<file path="config.mk">
export PLATFORM = sky130hd
export DESIGN_NAME = md_issue_ctrl
export DESIGN_NICKNAME = d
export VERILOG_FILES = /design/src/rtl/md_pkg.sv /design/src/rtl/md_issue_ctrl.sv
export SDC_FILE = /design/constraint.sdc
export NUM_CORES = 1
export LEC_CHECK = 0
export CELL_PAD_IN_SITES_DETAIL_PLACEMENT = 1
export CELL_PAD_IN_SITES_GLOBAL_PLACEMENT = 2
export CORE_MARGIN = 4
export CORE_UTILIZATION = 24
export DETAILED_ROUTE_END_ITERATION = 10
export PLACE_DENSITY = 0.84
export SLEW_MARGIN = 20
export SYNTH_ARGS = -nofsm -noshare
export SYNTH_HDL_FRONTEND = slang
export SYNTH_SLANG_ARGS = --single-unit
</file>
<file path="constraint.sdc">
create_clock -name clk -period 2.2 [get_ports clk]
set_input_delay 0.33 -clock clk [delete_from_list [all_inputs] [get_ports clk]]
set_output_delay 0.33 -clock clk [all_outputs]
set_load 0.005 [all_outputs]
</file>
<file path="src/rtl/md_pkg.sv">
// Shared multiply/divide definitions: op codes used by the decoder, the MD unit
// and the issue controller, plus the issue controller's state type.
package md_pkg;

  localparam int unsigned MD_OPW = 3;

  localparam logic [MD_OPW-1:0] MD_NONE  = 3'd0;
  localparam logic [MD_OPW-1:0] MD_MULTU = 3'd1;
  localparam logic [MD_OPW-1:0] MD_DIVU  = 3'd2;
  localparam logic [MD_OPW-1:0] MD_MULT  = 3'd3;
  localparam logic [MD_OPW-1:0] MD_DIV   = 3'd4;
  localparam logic [MD_OPW-1:0] MD_MTHI  = 3'd5;
  localparam logic [MD_OPW-1:0] MD_MTLO  = 3'd6;

  typedef enum logic [1:0] {
    ST_IDLE,
    ST_ISSUE,
    ST_WAIT
  } md_state_e;

  // Op 7 is reserved and decodes as no request.
  function automatic logic md_is_valid(input logic [MD_OPW-1:0] op);
    return (op >= MD_MULTU) && (op <= MD_MTLO);
  endfunction

  function automatic logic md_is_div(input logic [MD_OPW-1:0] op);
    return (op == MD_DIVU) || (op == MD_DIV);
  endfunction

  function automatic logic md_is_move(input logic [MD_OPW-1:0] op);
    return (op == MD_MTHI) || (op == MD_MTLO);
  endfunction

endpackage

</file>
<file path="src/rtl/md_issue_ctrl.sv">
// E-stage issue/hazard controller for the multiply/divide unit: registers a
// one-cycle start pulse, tracks Busy, stalls on MD hazards, flags div0/watchdog.
module md_issue_ctrl #(
  parameter int unsigned MAX_WAIT = 16,
  parameter int unsigned OPW      = 3
) (
  input  logic           clk,
  input  logic           reset,
  input  logic [OPW-1:0] e_md_op,
  input  logic           e_mf,
  input  logic [31:0]    e_rs,
  input  logic [31:0]    e_rt,
  input  logic           rupt,
  input  logic           md_busy,
  output logic           md_start,
  output logic [OPW-1:0] md_op,
  output logic [31:0]    md_src1,
  output logic [31:0]    md_src2,
  output logic           stall_e,
  output logic           div0,
  output logic           wd_err,
  output logic [31:0]    issue_cnt
);
  import md_pkg::*;

  localparam int unsigned WCW = $clog2(MAX_WAIT + 1);

  md_state_e      state_q, state_d;
  logic           md_start_q, md_start_d;
  logic [OPW-1:0] md_op_q, md_op_d;
  logic [31:0]    md_src1_q, md_src1_d;
  logic [31:0]    md_src2_q, md_src2_d;
  logic           div0_q, div0_d;
  logic           wd_err_q, wd_err_d;
  logic [31:0]    issue_cnt_q, issue_cnt_d;
  logic [WCW-1:0] wait_cnt_q, wait_cnt_d;
  logic [WCW-1:0] wait_cnt_inc;
  logic           req;

  assign req     = md_is_valid(e_md_op) || e_mf;
  assign stall_e = req && (state_q != ST_IDLE);

  always_comb begin
    state_d      = state_q;
    md_start_d   = 1'b0;
    md_op_d      = md_op_q;
    md_src1_d    = md_src1_q;
    md_src2_d    = md_src2_q;
    div0_d       = div0_q;
    wd_err_d     = wd_err_q;
    issue_cnt_d  = issue_cnt_q;
    wait_cnt_d   = wait_cnt_q;
    wait_cnt_inc = wait_cnt_q + 1'b1;

    unique case (state_q)
      // mf in IDLE needs nothing: HI/LO are already final.
      ST_IDLE: begin
        if (md_is_valid(e_md_op) && !rupt) begin
          md_start_d = 1'b1;
          md_op_d    = e_md_op;
          md_src1_d  = e_rs;
          md_src2_d  = e_rt;
          state_d    = ST_ISSUE;
        end
      end
      ST_ISSUE: begin
        md_op_d = '0;
        if (rupt || md_is_move(md_op_q)) begin
          state_d = ST_IDLE;
        end else begin
          state_d     = ST_WAIT;
          issue_cnt_d = issue_cnt_q + 32'd1;
          wait_cnt_d  = '0;
          if (md_is_div(md_op_q) && (md_src2_q == '0)) begin
            div0_d = 1'b1;
          end
        end
      end
      ST_WAIT: begin
        if (!md_busy) begin
          state_d = ST_IDLE;
        end else begin
          wait_cnt_d = wait_cnt_inc;
          if (wait_cnt_inc == WCW'(MAX_WAIT)) begin
            wd_err_d = 1'b1;
            state_d  = ST_IDLE;
          end
        end
      end
      default: state_d = ST_IDLE;
    endcase
  end

  always_ff @(posedge clk) begin
    if (reset) begin
      state_q     <= ST_IDLE;
      md_start_q  <= 1'b0;
      md_op_q     <= '0;
      md_src1_q   <= '0;
      md_src2_q   <= '0;
      div0_q      <= 1'b0;
      wd_err_q    <= 1'b0;
      issue_cnt_q <= '0;
      wait_cnt_q  <= '0;
    end else begin
      state_q     <= state_d;
      md_start_q  <= md_start_d;
      md_op_q     <= md_op_d;
      md_src1_q   <= md_src1_d;
      md_src2_q   <= md_src2_d;
      div0_q      <= div0_d;
      wd_err_q    <= wd_err_d;
      issue_cnt_q <= issue_cnt_d;
      wait_cnt_q  <= wait_cnt_d;
    end
  end

  assign md_start  = md_start_q;
  assign md_op     = md_op_q;
  assign md_src1   = md_src1_q;
  assign md_src2   = md_src2_q;
  assign div0      = div0_q;
  assign wd_err    = wd_err_q;
  assign issue_cnt = issue_cnt_q;

endmodule

</file>
==> results.yml, run 1 <==
# yosys + openroad results
yosys:
  xor_share_pct: 1.58
  synth-main-ff-cell: "dfxtp_1"
  syn_nets: 623
  syn_area_um2: 4430
  ys_sh_simple_pct: 27.3
  ys_sh_adder_pct: 0.565
  ys_sh_mux_pct: 2.26
  async_flop_share_pct: 0
  synth_area_per_cell_um2: 8.07
  ys_ff: 109
  ys_cells: 549
  top_cell_area_share_pct: 49.3
  synth.area.top_cells: "dfxtp_1, nand2_1, a21oi_1"
  syn_inst: 549
  yosys-stat-area_um2: 4430
cells_and_area:
  comb_area_um2: 2100
  final_cells: 957
  nets: 797
  flops: 109
  fillers: 2156
  n_all_buffers: 197
  num-multi-input-gates: 401
  inv_count: 5
  regArea_um2: 2180
  final-clk-cell-share_pct: 4.01
  area.growth.synth_to_final_pct: 54.5
  seq_share_pct: 31.9
pwr:
  pwr-share-clk_pct: 36.2
  power-top-group: "sequential cells"
  seqPwrFrac_pct: 48.9
  p_switching_uw: 1140
  leakage_uw: 0.00238
  p_int_uw: 3190
  swShare_pct: 26.2
  combPwrFrac_pct: 15.0
  ir_drop_mv: 0.330
  p_clk_uw: 1570
  p_per_area_nw_per_um2: 633
die:
  row_count: 49
  die_w_um: 144
  fp.dieH_um: 144
  die-area_um2: 20700
  core_area_um2: 18000
  fp_util_pct: 24.6
  tapCellCount: 229
outcome:
  run_status: "complete, no violations"
route:
  drt_drc_violations_left: 0
  ant_nets: 0
  vias_per_cell: 4.83
  routed_wl_um: 16100
clock_network:
  hold_buffers: 0
  cts.sinks: 109
  cts_buffers: 9
  cts_resized: 0
  path_clk_slew_ns: 0.08
  post_cts_buffers: 0
  clock_path_buffers: 2
  cts.htree.levels: 3
  clk_latency_ns: 0.36
worst_setup_path:
  cp-end-kind: "flip-flop"
  timing.rr.start: "state_q[0]"
  rr_endpoint: "issue_cnt[23]"
  startpoint: "state_q[0]"
  worst_path_max_delay_cell: "dfxtp_1"
  startpoint_type: "flip-flop"
  critPathMaxFanout: 17
timing:
  setup_tns_ns: 0
  period_needed_ns: 2.00
  max_slew_margin_pct: 50.1
grt:
  grt_antenna_before_repair: 0
  grt_max_degree: 65
  first_global_vias: 4795
  overflow: 0
  grt_usage_pct: 15.8
run:
  tool_warnings: 26
  max_cap_violations: 0
place:
  dp_slack_ns: -0.161
  gp_congestion: 0.752
  place_area_um2: 6560
  port-buffer-count: 174
  place_hpwl_um: 12300
hold_path:
  hold_path_class: "reg -> reg"
  whs_endpoint: "md_src1[14]"
-- run 1: synth_stat cells, types with 2 or more instances --
master and count:
a21oi_1 94, and3_1 5, and4_1 5, buf_2 6
clkbuf_1 26, dfxtp_1 109, ha_1 2, inv_1 5
mux2_2 8, nand2_1 146, nand2b_1 2, nand3_1 16
nand4_1 9, nor2_1 23, nor2b_1 8, nor3_1 5
nor4_1 13, o211ai_1 2, o21ai_0 9, o31ai_1 11
or3_1 8, or4_1 12, xnor2_1 2, xor2_1 6
-- run 1: routing by layer --
layer / vias up / share of wire, % / wire length, µm / track usage (%)
li1: 2259 / - / - / -
met1: 2212 / 42 / 6840 / 18.6
met2: 144 / 45 / 7220 / 25.1
met3: 9 / 12 / 1890 / 8.49
met4: 0 / 0.91 / 147 / 4.16
met5: - / 0 / 0 / 0
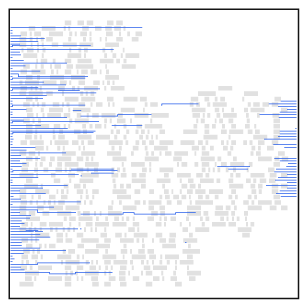
Fig. 1. Metal 3 (run 1).
(2 px per µm)
share of all routed wire: 12%
longest straight run: 65.6 µm
wire length on this layer: 1,890 µm
nets with wire on the layer: 128
main direction: horizontal

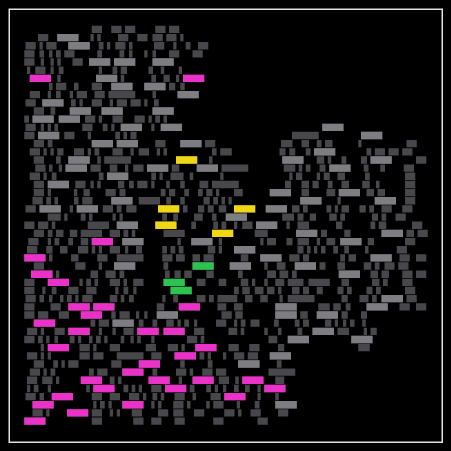
Fig. 2. Sequential cells grouped by signal name (run 1).
(3 px per µm)
| color | signal | flops |
|---|---|---|
| yellow | wait_cnt_q | 5 |
| green | md_op | 3 |
| magenta | md_src1 | 32 |

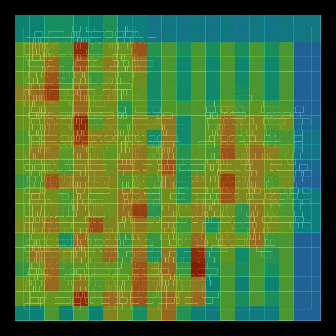
Fig. 3. Congestion heat map (run 1).
met3 Use GR: 8.49%
Util after Layout: 38.0%

==> run 2, diff against run 1 <==
--- a/config.mk
+++ b/config.mk
@@ -9,6 +9,7 @@
 export CELL_PAD_IN_SITES_GLOBAL_PLACEMENT = 2
 export CORE_MARGIN = 4
 export CORE_UTILIZATION = 24
+export CTS_CLUSTER_SIZE = 14
 export DETAILED_ROUTE_END_ITERATION = 10
 export PLACE_DENSITY = 0.84
 export SLEW_MARGIN = 20
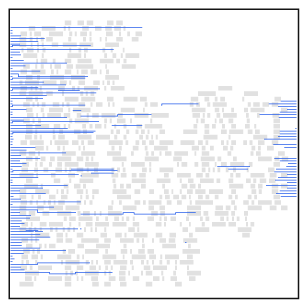
Fig. 4. Metal 3 (run 2).
(2 px per µm)
final WL: 16,100 µm
vias: 4,624

==> results.yml, run 2 <==
# yosys + openroad results
cells_and_area:
  regArea_um2: 2180
  nets: 797
  flops: 109
  final_cells: 957
  fillers: 2156
  final-clk-cell-share_pct: 4.01
  n_all_buffers: 197
  num-multi-input-gates: 401
  seq_share_pct: 31.9
  comb_area_um2: 2100
  inv_count: 5
  area.growth.synth_to_final_pct: 54.5
  final_core_util_pct: 38.0
worst_setup_path:
  rr_endpoint: "issue_cnt[23]"
  timing.rr.start: "state_q[0]"
  cp-end-kind: "flip-flop"
  startpoint: "state_q[0]"
  startpoint_type: "flip-flop"
  critPathMaxFanout: 17
yosys:
  syn_area_um2: 4430
  yosys-stat-area_um2: 4430
  top_cell_area_share_pct: 49.3
  syn_nets: 623
  top_cell: "nand2_1"
  common_cells: "nand2_1, dfxtp_1, a21oi_1"
  ys_sh_simple_pct: 27.3
  ys_ff: 109
  xor_share_pct: 1.58
  synth_area_per_cell_um2: 8.07
  ys_cells: 549
  ys_sh_adder_pct: 0.565
  synth-main-ff-cell: "dfxtp_1"
  ys_sh_mux_pct: 2.26
  synth.area.top_cells: "dfxtp_1, nand2_1, a21oi_1"
die:
  die_w_um: 144
  tapCellCount: 229
  row_count: 49
  die-area_um2: 20700
clock_network:
  hold_buffers: 0
  post_cts_buffers: 0
  clk_latency_ns: 0.36
  cts.htree.levels: 3
  cts_resized: 0
  cts_buffers: 9
route:
  ant_nets: 0
  drt_drc_violations_left: 0
  wl_met3_um: 1890
timing:
  setup_tns_ns: 0
  max_slew_margin_pct: 50.1
  period_needed_ns: 2.00
place:
  dp_slack_ns: -0.161
  gp_congestion: 0.752
outcome:
  run_status: "complete, no violations"
grt:
  grt_usage_pct: 15.8
  grt_max_degree: 65
  overflow: 0
  first_global_vias: 4795
  grt_antenna_before_repair: 0
run:
  max_cap_violations: 0
  tool_warnings: 26
pwr:
  ir_drop_mv: 0.330
  p_int_uw: 3190
  swShare_pct: 26.2
  pwr-share-clk_pct: 36.2
  power-top-group: "sequential cells"
  combPwrFrac_pct: 15.0
hold_path:
  hold_path_class: "reg -> reg"
run 2: cell counts after synthesis:
No cell type changed its count.
run 2: how the worst min path moves through the flow:
stage / from / to / slack (ns)
floorplan: div0 / div0 / 0.44
global placement: md_src1[11] / md_src1[11] / 0.44
detailed placement: md_src1[14] / md_src1[14] / 0.45
CTS: md_src1[14] / md_src1[14] / 0.46
global route: md_src1[12] / md_src1[12] / 0.48
finish: md_src1[14] / md_src1[14] / 0.46
run 2: per-layer routing:
| metal | global-route usage (%) | vias to the layer above |
|---|---|---|
| li1 | - | 2259 |
| met1 | 18.6 | 2212 |
| met2 | 25.1 | 144 |
| met3 | 8.49 | 9 |
| met4 | 4.16 | 0 |
| met5 | 0 | - |
Fig. 5: run 2, met1 routing
(4 px per µm) Supply wires on this layer in gray.
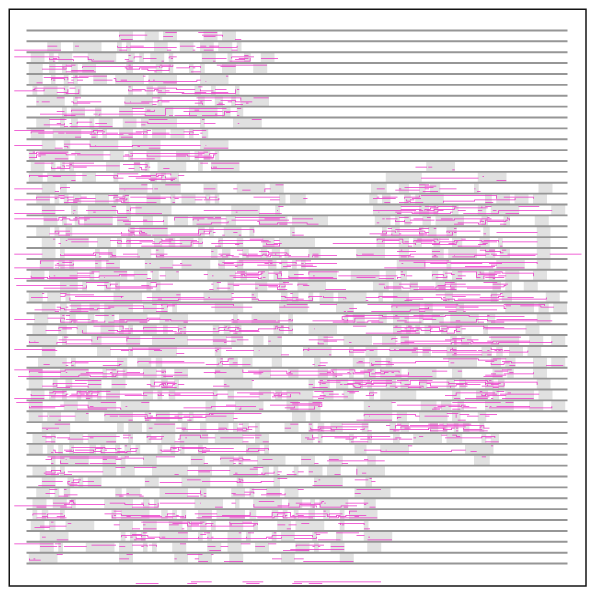

==> run 3, diff against run 2 <==
--- a/config.mk
+++ b/config.mk
@@ -7,6 +7,7 @@
 export LEC_CHECK = 0
 export CELL_PAD_IN_SITES_DETAIL_PLACEMENT = 1
 export CELL_PAD_IN_SITES_GLOBAL_PLACEMENT = 2
+export CORE_ASPECT_RATIO = 0.9
 export CORE_MARGIN = 4
 export CORE_UTILIZATION = 24
 export CTS_CLUSTER_SIZE = 14
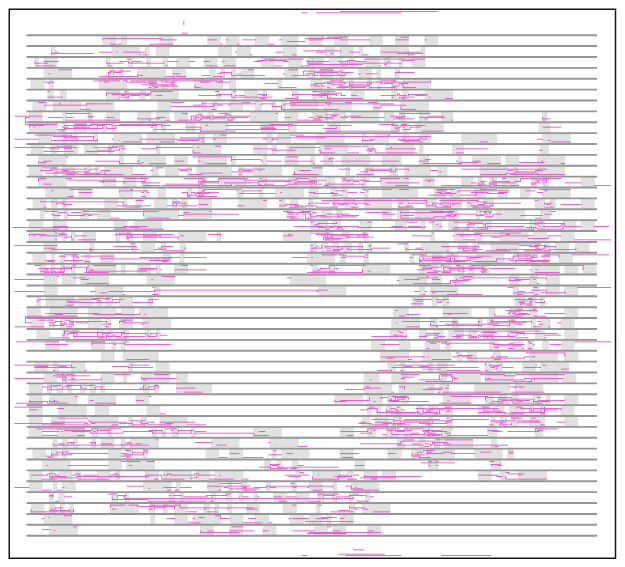
Fig. 6. Met1 routing (run 3).
(4 px per µm) Supply wires on this layer in gray.
longest straight run: 54.3 µm
nets with wire on the layer: 710
share of all routed wire: 41%
main direction: horizontal
wire length on this layer: 6,420 µm

==> results.yml, run 3 <==
# yosys + openroad results
outcome:
  run_status: "complete, no violations"
worst_setup_path:
  startpoint: "issue_cnt[0]"
  startpoint_type: "flip-flop"
  worst_path_max_delay_cell: "nor4_1"
  critPathMaxFanout: 11
  cp-end-kind: "flip-flop"
route:
  vias_per_cell: 4.78
  dr_wl_met2_um: 7470
  ant_nets: 0
  drt_drc_violations_left: 0
  wl_met3_um: 1560
  dr.max_layer_used: "met4"
  routed_wl_um: 15600
cells_and_area:
  fillers: 2143
  nets: 797
  final_core_util_pct: 38.4
timing:
  setup_tns_ns: 0
  max_slew_margin_pct: 50.9
  period_needed_ns: 1.95
yosys:
  top_cell: "nand2_1"
  ys_cells: 549
  synth-main-ff-cell: "dfxtp_1"
  yosys-stat-area_um2: 4430
  syn_nets: 623
  ys_sh_mux_pct: 2.26
  async_flop_share_pct: 0
  top_cell_area_share_pct: 49.3
  syn_area_um2: 4430
  ys_sh_adder_pct: 0.565
  common_cells: "nand2_1, dfxtp_1, a21oi_1"
  ys_sh_simple_pct: 27.3
  ys_ff: 109
  xor_share_pct: 1.58
hold_path:
  min_from: "e_md_op[1]"
  hold_path_class: "in -> reg"
clock_network:
  post_cts_buffers: 0
  clk_latency_ns: 0.36
  cts.htree.levels: 3
  path_clk_slew_ns: 0.08
die:
  row_count: 46
  core_area_um2: 17800
  fp.dieH_um: 137
  die-area_um2: 20700
place:
  gp_congestion: 0.722
  place_area_um2: 6560
  dp_slack_ns: -0.107
  port-buffer-count: 174
pwr:
  ir_drop_mv: 0.363
  p_per_area_nw_per_um2: 634
  leakage_uw: 0.00239
run:
  tool_warnings: 26
grt:
  grt_antenna_before_repair: 0
  overflow: 0
  first_global_vias: 4891
  grt_usage_pct: 15.3
  grt_max_degree: 63
  met3_usage_pct: 7.55
==> run 3: cell counts after synthesis <==
Identical to the previous run, type by type.
==> run 3: timing repair <==
item,CTS,global route
endpoints found under the setup margin,0,1
gates resized,0,4
endpoints found under the hold margin,0,0
hold buffers,0,0
==> run 3: area by class of cell <==
cell class	count	area (µm²)	area share (%)
Clock buffer	11	243	3.54
Clock inverter	5	41.3	0.602
Inverter	5	18.8	0.274
Multi-Input combinational cell	401	2110	30.7
Sequential cell	109	2180	31.8
Tap cell	240	300	4.38
Timing Repair Buffer	197	1970	28.7
==> run 3: power by group <==
group	switching, µW	internal (µW)	total (µW)
clock network	784	811	1600
logic	284	352	636
registers	58.7	2060	2110
total	1130	3220	4350
Power figures rest on the tool's default switching activity, not on a simulated workload.
